**Run 1: congestion heat map**

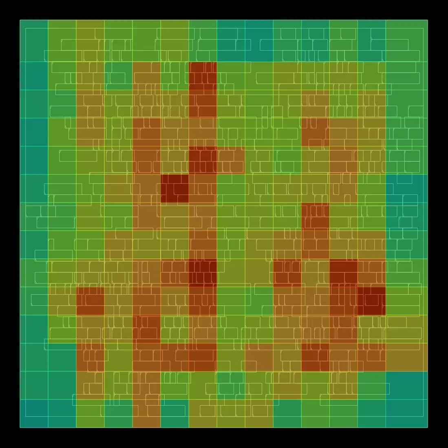
**Run 1: placement by RTL instance**

Other cells in gray.
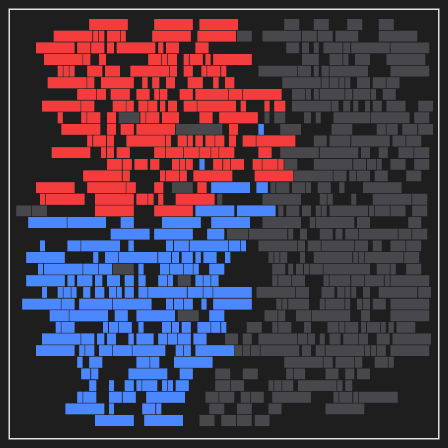
**Run 1: logic cells by family**

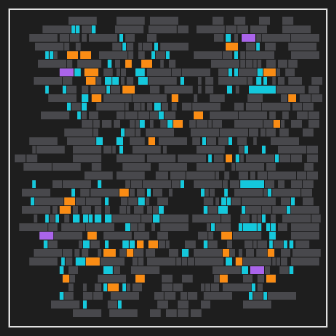
==> config.mk <==
export PLATFORM = sky130hd
export DESIGN_NAME = cpu_run_ctrl
export DESIGN_NICKNAME = d
export VERILOG_FILES = /design/src/rtl/cpu_ctrl_pkg.sv /design/src/rtl/btn_debounce.sv /design/src/rtl/cpu_run_ctrl.sv
export SDC_FILE = /design/constraint.sdc
export NUM_CORES = 1
export LEC_CHECK = 0
export CAP_MARGIN = 20
export CORE_UTILIZATION = 55
export DETAILED_ROUTE_END_ITERATION = 10
export PLACE_DENSITY = 0.74
export SLEW_MARGIN = 10
export SYNTH_ARGS = -nofsm -noshare
export SYNTH_HDL_FRONTEND = slang
export SYNTH_HIERARCHICAL = 1
export SYNTH_SLANG_ARGS = --single-unit
==> constraint.sdc <==
create_clock -name sysclk -period 2.3 [get_ports sysclk]
set_clock_uncertainty 0.1 [all_clocks]
set_input_delay 0.46 -clock sysclk [delete_from_list [all_inputs] [get_ports sysclk]]
set_output_delay 0.46 -clock sysclk [all_outputs]
set_load 0.02 [all_outputs]
==> flow_summary.rst, run 1 <==
Flow metrics
------------

.. list-table::
   :header-rows: 1

   * - Metric
     - Value
   * - Logic pwr share
     - 0.040
   * - Yosys warns
     - 6
   * - GRT overflow
     - 0
   * - Combinational gate area
     - about 2500 um^2
   * - Compound Share, Synth
     - 0.0441
   * - Met2 capacity usage during global routing
     - 0.371
   * - Register-to-Register Path Depth
     - 6
   * - Via count of the first global-routing pass
     - about 3700
   * - Worst VDD drop
     - between 0.3 and 0.4 mV
   * - Largest net degree at the start of global routing
     - approximately 44
   * - Maximum clock rate
     - between 0.4 and 0.5 GHz
   * - Worst path arrival time
     - between 2000 and 2500 ps
   * - Outcome
     - finished, final reports clean
   * - Max-area cell class
     - flip-flops and latches
   * - Buffer and inverter count on the worst path
     - 1
   * - Post-Synth Adder-Cell Area
     - 0.00948
   * - Number of synthesized flops with an enable pin
     - 0
   * - Slowest library cell on the worst path
     - dfrtp_1
   * - Cell with the most instances after synthesis
     - dfrtp_1
   * - Synth top cells by count
     - 105 x dfrtp_1, 71 x nor2_1, 42 x xor2_1, 36 x nand3_1, 35 x xnor2_1
   * - Worst Setup Slack post-DPL
     - ~150 ps
   * - Number of flip-flops and latches
     - 105
   * - Hold/Removal Path Class
     - flip-flop to flip-flop
   * - Post-synthesis cell type with the largest combined area
     - dfrtp_1
   * - Crit start category
     - flip-flop
   * - Number of cells on the critical path
     - 6
   * - Hold Fails Final Rpt
     - 0
   * - Fraction of final layout cells sized beyond drive strength 1
     - 0.103
   * - Hold Path Depth
     - 0
   * - Xor+xnor area frac
     - 0.128
   * - Final setup fails
     - 0
   * - Slew of the pin with the lowest slew margin
     - about 530 ps
   * - DRT antenna net count
     - 0
   * - Gate Count Post-Synth
     - roughly 510
   * - Share of synthesized area spent on multiplexers
     - 0.0204
   * - Number of core rows
     - 35
   * - Number of clock buffer instances in the layout
     - 10
   * - Nets in the synthesized netlist
     - roughly 530
Notes on 'congestion heat map' above:
GRT Overall Usage: 0.220
met1 track utilization from global routing: 0.282
routed wirelength normalized by instance count: 14.5 um
utilization of the core after routing: 0.649

Notes on 'placement by RTL instance' above:
legend:
  red:
    instance: `u_step`
    cells: 143
  blue:
    instance: `u_run`
    cells: 142
not colored: 268
post-layout instance count excluding filler cells: 682
Die Footprint: 9990 um^2

Notes on 'logic cells by family' above:
legend:
  purple:
    family: adder and majority cells
    cells: 4
    most_used: ha_1
    where: widely spread
  orange:
    family: AND and OR gates
    cells: 35
    most_used: and4_1
    where: widely spread
  cyan:
    family: NOR gates
    cells: 111
    most_used: nor2_1
    where: widely spread
logic gate fraction of the total cell area: 0.416
most instantiated logic cell after routing: dfrtp_1

==> run 1: placed cells by master (no fill, tap or decap), types with 3 or more instances in the layout <==
cell	instances
a21oi_2	4
a31oi_1	7
and2_1	4
and3_1	3
and4_1	9
and4_2	6
buf_4	8
clkbuf_8	10
clkdlybuf4s50_1	39
dfrtp_1	105
ha_1	4
inv_1	15
inv_6	3
mux2i_1	7
nand2_1	30
nand3_1	36
nand4_1	23
nand4_2	3
nand4_4	4
nor2_1	71
nor3_1	14
nor4_1	17
nor4b_1	5
o21ai_0	9
or3_1	4
xnor2_1	35
xor2_1	42
==> run 1: layer usage <==
metal  wire, um  up-vias
li1           -     1869
met1       4440     1924
met2       4960       74
met3        359       10
met4        156        0
met5          0        -
**Run 1: sequential cells grouped by signal name**

Scale bar: 20 um. Other sequential cells in the stronger gray, the rest of the logic in the fainter gray.
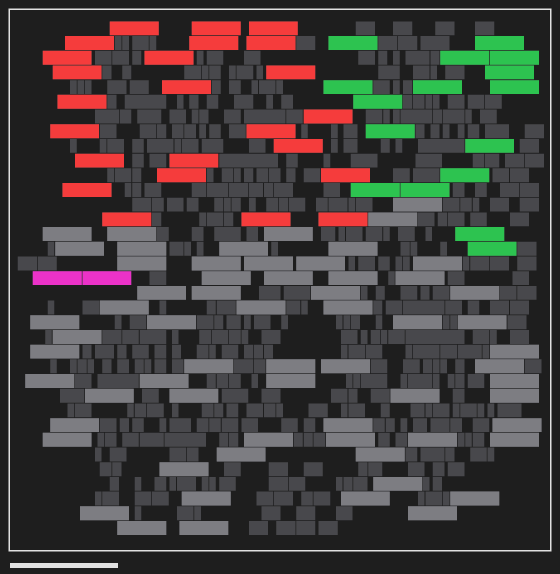

==> run 2, diff against run 1 <==
--- a/config.mk
+++ b/config.mk
@@ -6,8 +6,10 @@
 export NUM_CORES = 1
 export LEC_CHECK = 0
 export CAP_MARGIN = 20
+export CORE_MARGIN = 2
 export CORE_UTILIZATION = 55
 export DETAILED_ROUTE_END_ITERATION = 10
+export GPL_ROUTABILITY_DRIVEN = 1
 export PLACE_DENSITY = 0.74
 export SLEW_MARGIN = 10
 export SYNTH_ARGS = -nofsm -noshare
==> constraint.sdc (replaced) <==
create_clock -name sysclk -period 2.52 [get_ports sysclk]
set_clock_uncertainty 0.1 [all_clocks]
set_input_delay 0.504 -clock sysclk [delete_from_list [all_inputs] [get_ports sysclk]]
set_output_delay 0.504 -clock sysclk [all_outputs]
set_load 0.02 [all_outputs]
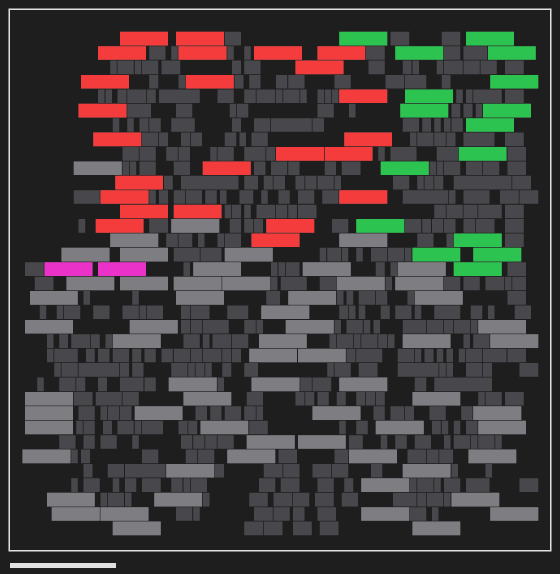
**Above:** run 2 (sequential cells grouped by signal name).
Scale bar: 20 um. Other sequential cells in the stronger gray, the rest of the logic in the fainter gray.
legend:
  green:
    name_in_the_netlist: `cycle_cnt`
    flops: 16
    where: upper right
  magenta:
    name_in_the_netlist: `u_run/sync`
    flops: 2
  red:
    name_in_the_netlist: `u_step/cnt`
    flops: 24
sequential standard cell area: 2630 um^2
share of the final layout cell area in sequential cells: 0.436
flip-flop and latch power: 1.71 mW
utilization of the core after routing: 0.650

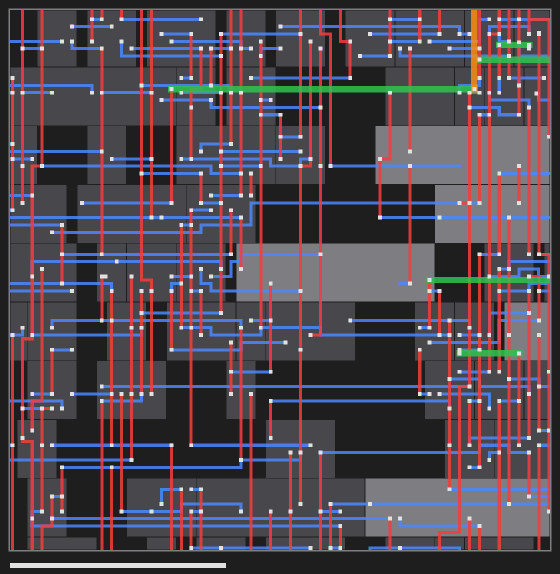
**Above:** run 2 (layout detail).
Scale bar: 10 um. Window x 13 to 38, y 13 to 38 um. Cells in gray, sequential cells in the stronger gray; small squares are vias.
legend:
  green:
    layer: metal 3
  blue:
    layer: metal 1
  red:
    layer: metal 2
  orange:
    layer: metal 4
sequential cells in the window: 4
most frequent: nand3_1 (6), nor4_1 (5)
cells with their middle in the window: 52

==> run 2 against run 1 <==
  * Sequential share of layout area shrank 0.054 points
  * Clock power shrank 5%
  * Non-clock buffer count unchanged
  * Worst hold slack worse by 3.8 ps
  * Critical endpoint is now state[0]
==> flow_summary.rst, run 2 <==
Flow metrics
------------

.. list-table::
   :header-rows: 1

   * - Metric
     - Value
   * - Outcome
     - finished, final reports clean
   * - Yosys warns
     - 6
   * - Hold Path Depth
     - 0
   * - Highest metal layer with signal wires
     - met4
   * - Number of core rows
     - 35
   * - Number of cells on the critical path
     - 1
   * - Routed wirelength normalized by instance count
     - between 10 and 15 um
   * - Met2 capacity usage during global routing
     - 0.349
   * - GRT overflow
     - 0
   * - Fraction of final layout cells sized beyond drive strength 1
     - 0.101
   * - Synth top cells by count
     - 105 x dfrtp_1, 71 x nor2_1, 42 x xor2_1, 36 x nand3_1, 35 x xnor2_1
   * - Gate Count Post-Synth
     - 505
   * - Slew of the pin with the lowest slew margin
     - approximately 540 ps
   * - Die Footprint
     - 10400 um^2
   * - Most instantiated logic cell after routing
     - dfrtp_1
   * - GRT Overall Usage
     - 0.211
   * - Worst path arrival time
     - between 1500 and 2000 ps
   * - Buffer and inverter count on the worst path
     - 1
   * - Post-layout instance count excluding filler cells
     - 682
   * - Met1 track utilization from global routing
     - 0.281
   * - Hold Fails Final Rpt
     - 0
   * - Worst VDD drop
     - around 0.36 mV
   * - Maximum clock rate
     - approximately 0.47 GHz
   * - Cell with the most instances after synthesis
     - dfrtp_1
   * - Via count of the first global-routing pass
     - 3795
   * - Post-synthesis cell type with the largest combined area
     - dfrtp_1
   * - Met3 wire len
     - around 310 um
   * - WL met2
     - around 5000 um
   * - Largest net degree at the start of global routing
     - roughly 44
   * - Logic pwr share
     - 0.039
   * - Most used cells in the layout excluding fill and tap cells
     - 105 x dfrtp_1, 71 x nor2_1, 42 x xor2_1, 39 x clkdlybuf4s50_1, 36 x nand3_1
   * - Slowest library cell on the worst path
     - clkdlybuf4s50_1
   * - Crit start category
     - flip-flop
   * - Nets in the synthesized netlist
     - approximately 530
   * - Detailed-routing wirelength on met1
     - between 4000 and 5000 um
run 2: cell types whose count changed in the layout (fill, tap and decap cells not counted):
cell,before,now
clkbuf_1,0,1
inv_6,3,1
clkbuf_8,10,9
bufinv_16,2,3
clkinv_2,0,1
run 2: logic make-up after synthesis:
logic type | Yosys count | share of synthesized area
flops | 105 | 0.498
xor+xnor | 77 | 0.128
buf+inv | 29 | 0.0277
simple gates | 244 | 0.271
other cells | 2 | 0.00142
mux | 10 | 0.0204
fa+ha+maj | 4 | 0.00948
compound gates | 34 | 0.0441
run 2: layout make-up:
type                       count  area [um^2]
sequential                   105         2630
inverter                      15         56.3
multi-input combinational    371         2500
clock inverter                 5          104
tap                          129          161
clock buffer                  10          128
timing repair buffer          47          450
fill                         782         3250
No activity file was given, so power comes from the tool's default toggle rates.
